===== config.mk =====
export PLATFORM = sky130hd
export DESIGN_NAME = my_rst_seq_ctrl_flat
export DESIGN_NICKNAME = d
export VERILOG_FILES = /design/src/rtl/my_rst_seq_pkg.sv /design/src/rtl/my_rst_seq_ctrl_if.sv /design/src/rtl/my_rst_sync.sv /design/src/rtl/my_rst_seq_ctrl.sv /design/src/flat_wrapper.sv
export SDC_FILE = /design/constraint.sdc
export NUM_CORES = 1
export LEC_CHECK = 0
export CAP_MARGIN = 0
export CORE_UTILIZATION = 49
export DETAILED_ROUTE_END_ITERATION = 12
export PLACE_DENSITY = 0.81
export SYNTH_ARGS = -nofsm -noshare
export SYNTH_HDL_FRONTEND = slang
export SYNTH_SLANG_ARGS = --single-unit

===== constraint.sdc =====
create_clock -name clk -period 3.58 [get_ports clk]
set_clock_uncertainty 0.05 [all_clocks]
set_input_delay 0.716 -clock clk [delete_from_list [all_inputs] [get_ports clk]]
set_output_delay 0.716 -clock clk [all_outputs]
set_load 0.02 [all_outputs]

===== src/rtl/my_rst_seq_pkg.sv =====
// Shared types and default sizing for the reset sequencer.
// Both the interface and the controller import this package.
package my_rst_seq_pkg;

    localparam int DEF_NUM_DOM  = 4;
    localparam int DEF_CNT_W    = 8;
    localparam int DEF_HOLD_CYC = 4;

    typedef enum logic [1:0] {
        RST_SYNC = 2'd0,
        WAIT     = 2'd1,
        SW_HOLD  = 2'd2,
        RUN      = 2'd3
    } seq_state_e;

    function automatic int max_int(input int a, input int b);
        return (a > b) ? a : b;
    endfunction

endpackage


===== src/rtl/my_rst_seq_ctrl_if.sv =====
// Control/status bundle between a system controller and the reset sequencer.
// The controller (master) drives requests; the sequencer (slave) drives per-domain resets/enables.
interface my_rst_seq_ctrl_if
    import my_rst_seq_pkg::*;
#(
    parameter int NUM_DOM = DEF_NUM_DOM,
    parameter int CNT_W   = DEF_CNT_W
) ();

    logic                       sw_rst_req;
    logic [NUM_DOM*CNT_W-1:0]   cfg_dly;
    logic [NUM_DOM-1:0]         clk_en_req;
    logic [NUM_DOM-1:0]         dom_rst_n;
    logic [NUM_DOM-1:0]         dom_clk_en;
    logic                       busy;
    logic                       done;

    modport master (
        output sw_rst_req, cfg_dly, clk_en_req,
        input  dom_rst_n, dom_clk_en, busy, done
    );

    modport slave (
        input  sw_rst_req, cfg_dly, clk_en_req,
        output dom_rst_n, dom_clk_en, busy, done
    );

endinterface


===== src/rtl/my_rst_sync.sv =====
// Two-flop synchronizer for the deassertion of the asynchronous reset.
// Exposes both stages so the sequencer can act on the edge the release reaches stage two.
module my_rst_sync (
    input  logic clk,
    input  logic rst_n,
    output logic rst_n_arm,
    output logic rst_n_sync
);

    logic [1:0] sync_q;
    logic [1:0] sync_d;

    always_comb begin
        sync_d = {sync_q[0], 1'b1};
    end

    always_ff @(posedge clk or negedge rst_n) begin
        if (!rst_n) begin
            sync_q <= '0;
        end else begin
            sync_q <= sync_d;
        end
    end

    assign rst_n_arm  = sync_q[0];
    assign rst_n_sync = sync_q[1];

endmodule


===== src/rtl/my_rst_seq_ctrl.sv =====
// Releases NUM_DOM reset domains one after another with programmable gaps,
// keeping each domain clocked through its release; supports a software reset with a hold time.
module my_rst_seq_ctrl
    import my_rst_seq_pkg::*;
#(
    parameter int NUM_DOM  = DEF_NUM_DOM,
    parameter int CNT_W    = DEF_CNT_W,
    parameter int HOLD_CYC = DEF_HOLD_CYC
) (
    input  logic             clk,
    input  logic             rst_n,
    my_rst_seq_ctrl_if.slave bus
);

    localparam int IDX_W = (NUM_DOM > 1) ? $clog2(NUM_DOM) : 1;
    localparam int CTR_W = max_int(CNT_W, $clog2(HOLD_CYC + 1));
    localparam logic [IDX_W-1:0]   LAST_IDX = IDX_W'(NUM_DOM - 1);
    localparam logic [CTR_W-1:0]   HOLD_LD  = CTR_W'(HOLD_CYC - 1);
    localparam logic [NUM_DOM-1:0] FIRST_EN = NUM_DOM'(1);

    seq_state_e          state_q, state_d;
    logic [IDX_W-1:0]    idx_q, idx_d, idx_inc;
    logic [CTR_W-1:0]    cnt_q, cnt_d;
    logic [NUM_DOM-1:0]  dom_rst_n_q, dom_rst_n_d;
    logic [NUM_DOM-1:0]  dom_clk_en_q, dom_clk_en_d;
    logic                done_q, done_d;
    logic                rst_n_arm, rst_n_sync;
    logic                sw_take;
    logic [CTR_W-1:0]    dly_arr [NUM_DOM];

    my_rst_sync u_rst_sync (
        .clk        (clk),
        .rst_n      (rst_n),
        .rst_n_arm  (rst_n_arm),
        .rst_n_sync (rst_n_sync)
    );

    for (genvar gi = 0; gi < NUM_DOM; gi++) begin : g_dly
        assign dly_arr[gi] = CTR_W'(bus.cfg_dly[gi*CNT_W +: CNT_W]);
    end

    assign idx_inc = idx_q + IDX_W'(1);
    assign sw_take = bus.sw_rst_req && ((state_q == WAIT) || (state_q == RUN));

    always_comb begin
        state_d      = state_q;
        idx_d        = idx_q;
        cnt_d        = cnt_q;
        dom_rst_n_d  = dom_rst_n_q;
        dom_clk_en_d = dom_clk_en_q;
        done_d       = 1'b0;

        case (state_q)
            RST_SYNC: begin
                // Leave on the edge where the release lands in the second sync stage.
                if (rst_n_arm && !rst_n_sync) begin
                    state_d      = WAIT;
                    idx_d        = '0;
                    cnt_d        = dly_arr[0];
                    dom_clk_en_d = FIRST_EN;
                end
            end
            WAIT: begin
                if (cnt_q != '0) begin
                    cnt_d = cnt_q - CTR_W'(1);
                end else begin
                    dom_rst_n_d[idx_q] = 1'b1;
                    if (idx_q == LAST_IDX) begin
                        state_d      = RUN;
                        done_d       = 1'b1;
                        dom_clk_en_d = bus.clk_en_req;
                    end else begin
                        idx_d                 = idx_inc;
                        cnt_d                 = dly_arr[idx_inc];
                        dom_clk_en_d[idx_inc] = 1'b1;
                    end
                end
            end
            SW_HOLD: begin
                if (cnt_q != '0) begin
                    cnt_d = cnt_q - CTR_W'(1);
                end else begin
                    state_d      = WAIT;
                    idx_d        = '0;
                    cnt_d        = dly_arr[0];
                    dom_clk_en_d = FIRST_EN;
                    dom_rst_n_d  = '0;
                end
            end
            RUN: begin
                dom_clk_en_d = bus.clk_en_req;
            end
            default: begin
                state_d = RST_SYNC;
            end
        endcase

        // A software reset overrides any release or enable update in the same cycle.
        if (sw_take) begin
            state_d      = SW_HOLD;
            idx_d        = '0;
            cnt_d        = HOLD_LD;
            dom_rst_n_d  = '0;
            dom_clk_en_d = '1;
            done_d       = 1'b0;
        end
    end

    always_ff @(posedge clk or negedge rst_n) begin
        if (!rst_n) begin
            state_q      <= RST_SYNC;
            idx_q        <= '0;
            cnt_q        <= '0;
            dom_rst_n_q  <= '0;
            dom_clk_en_q <= '0;
            done_q       <= 1'b0;
        end else begin
            state_q      <= state_d;
            idx_q        <= idx_d;
            cnt_q        <= cnt_d;
            dom_rst_n_q  <= dom_rst_n_d;
            dom_clk_en_q <= dom_clk_en_d;
            done_q       <= done_d;
        end
    end

    assign bus.dom_rst_n  = dom_rst_n_q;
    assign bus.dom_clk_en = dom_clk_en_q;
    assign bus.done       = done_q;
    assign bus.busy       = (state_q != RUN);

endmodule


===== src/flat_wrapper.sv =====
// flat-port wrapper written by rule: the top's interface ports become plain ports
module my_rst_seq_ctrl_flat import my_rst_seq_pkg::*;
#(
    parameter int NUM_DOM  = DEF_NUM_DOM,
    parameter int CNT_W    = DEF_CNT_W,
    parameter int HOLD_CYC = DEF_HOLD_CYC
)
  (clk, rst_n, bus_sw_rst_req, bus_cfg_dly, bus_clk_en_req, bus_dom_rst_n, bus_dom_clk_en, bus_busy, bus_done);
  my_rst_seq_ctrl_if #(.NUM_DOM(NUM_DOM), .CNT_W(CNT_W)) bus_i ();
  input  logic clk;
  input  logic rst_n;
  input wire logic [$bits(bus_i.sw_rst_req)-1:0] bus_sw_rst_req;
  input wire logic [$bits(bus_i.cfg_dly)-1:0] bus_cfg_dly;
  input wire logic [$bits(bus_i.clk_en_req)-1:0] bus_clk_en_req;
  output wire logic [$bits(bus_i.dom_rst_n)-1:0] bus_dom_rst_n;
  output wire logic [$bits(bus_i.dom_clk_en)-1:0] bus_dom_clk_en;
  output wire logic [$bits(bus_i.busy)-1:0] bus_busy;
  output wire logic [$bits(bus_i.done)-1:0] bus_done;
  assign bus_i.sw_rst_req = bus_sw_rst_req;
  assign bus_i.cfg_dly = bus_cfg_dly;
  assign bus_i.clk_en_req = bus_clk_en_req;
  assign bus_dom_rst_n = bus_i.dom_rst_n;
  assign bus_dom_clk_en = bus_i.dom_clk_en;
  assign bus_busy = bus_i.busy;
  assign bus_done = bus_i.done;
  my_rst_seq_ctrl #(.NUM_DOM(NUM_DOM), .CNT_W(CNT_W), .HOLD_CYC(HOLD_CYC)) u_core (.clk(clk), .rst_n(rst_n), .bus(bus_i));
endmodule

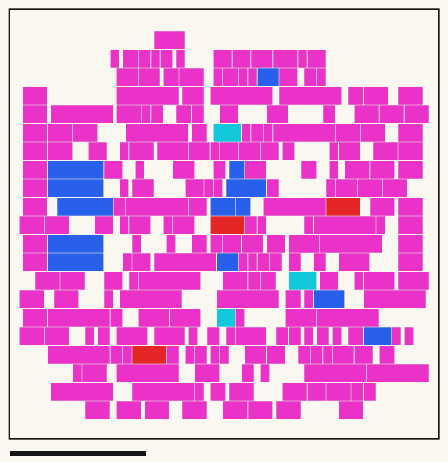
(cells by drive strength)
Bar = 20 um.
red -> _6 and larger  # cells 3, share 1.2%
cyan -> _3 and _4 cells  # cells 3, share 1.2%
blue -> _2 cells  # cells 13, share 5.3%
magenta -> _0 and _1 cells  # cells 226, share 92%
final setup margin: 669 ps
Signal buffers: 49
synth-to-layout area growth: 30.1%

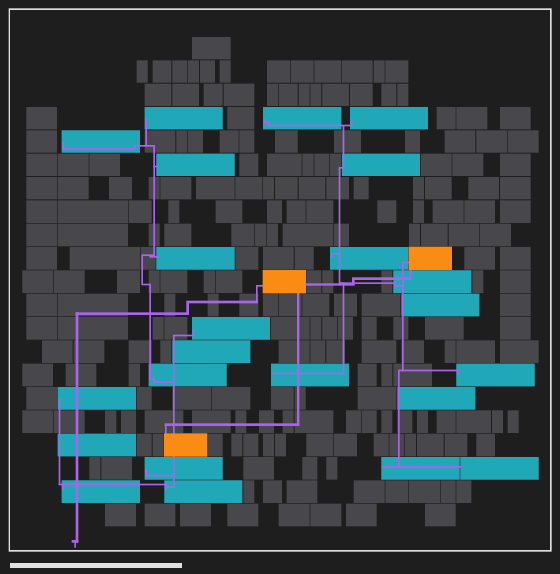
(clock distribution)
Bar = 20 um.
orange -> clock drivers  # count 3
cyan -> flip-flops  # count 23
purple -> clock wires  # length 307 um
flops lie = widely spread
routed clock nets = 4
clk latency late pin: 270 ps
clock power share: 7.9%
Clk power: 0.165 mW

==> flow_metrics.py <==
# Flow results
metrics = {
    "yosys": {
        "largest_area_cell": "dfrtp_1",
        "ys_seq_share_pct": 31.6,
        "synth.distinct_cells": 52,
        "synth_flops": 23,
        "edf_count": 0,
        "simple_gate_share_pct": 15.9,
        "mux_area_share_pct": 10.6,
        "postSynthCellCount": 202,
        "netlist_area_um2": 1820,
    },
    "sta": {
        "whs_ps": 340,
        "worst_pin_slew_ps": 1030,
        "fin_crit_ps": 2910,
    },
    "detailed_routing": {
        "first_pass_iters": 4,
        "wl_met2_um": 2110,
        "vias": 1736,
        "routed_wl_um": 4570,
        "drtIter0Drc": 147,
        "wl_met3_um": 293,
        "post_drt_wl_per_cell_um": 15.7,
    },
    "power_and_ir_drop": {
        "power_mw": 2.08,
        "power-top-group": "combinational logic",
    },
    "worst_setup_path": {
        "worstPathArrival_ps": 3030,
        "cp_max_fo": 20,
        "cp_cell_sequence": "inv_1 > ha_1 > o21ai_1 > a32oi_1 > o21ai_1 > nor2_1 > a32o_1",
        "rr_worst_depth": 7,
        "timing.rr.start": "u_core.state_q[1]$_DFFE_PN0P_",
        "crit_buf_inv": 1,
    },
    "layout": {
        "n_fill_cell": 264,
        "largest_register_ffs": 8,
        "area_dominant_class": "logic gates",
    },
    "outcome": {
        "status": "complete, no violations",
    },
    "grt": {
        "track_usage_pct": 25.4,
        "grt_pass1_vias": 1722,
    },
    "floorplan": {
        "io_pins": 49,
    },
    "cts": {
        "htreeDepth": 1,
        "hold_buffers": 0,
    },
    "hold_path": {
        "min_to": "u_core.u_rst_sync.sync_q[1]$_DFF_PN0_",
    },
}
Power and IR drop assume default switching activity.
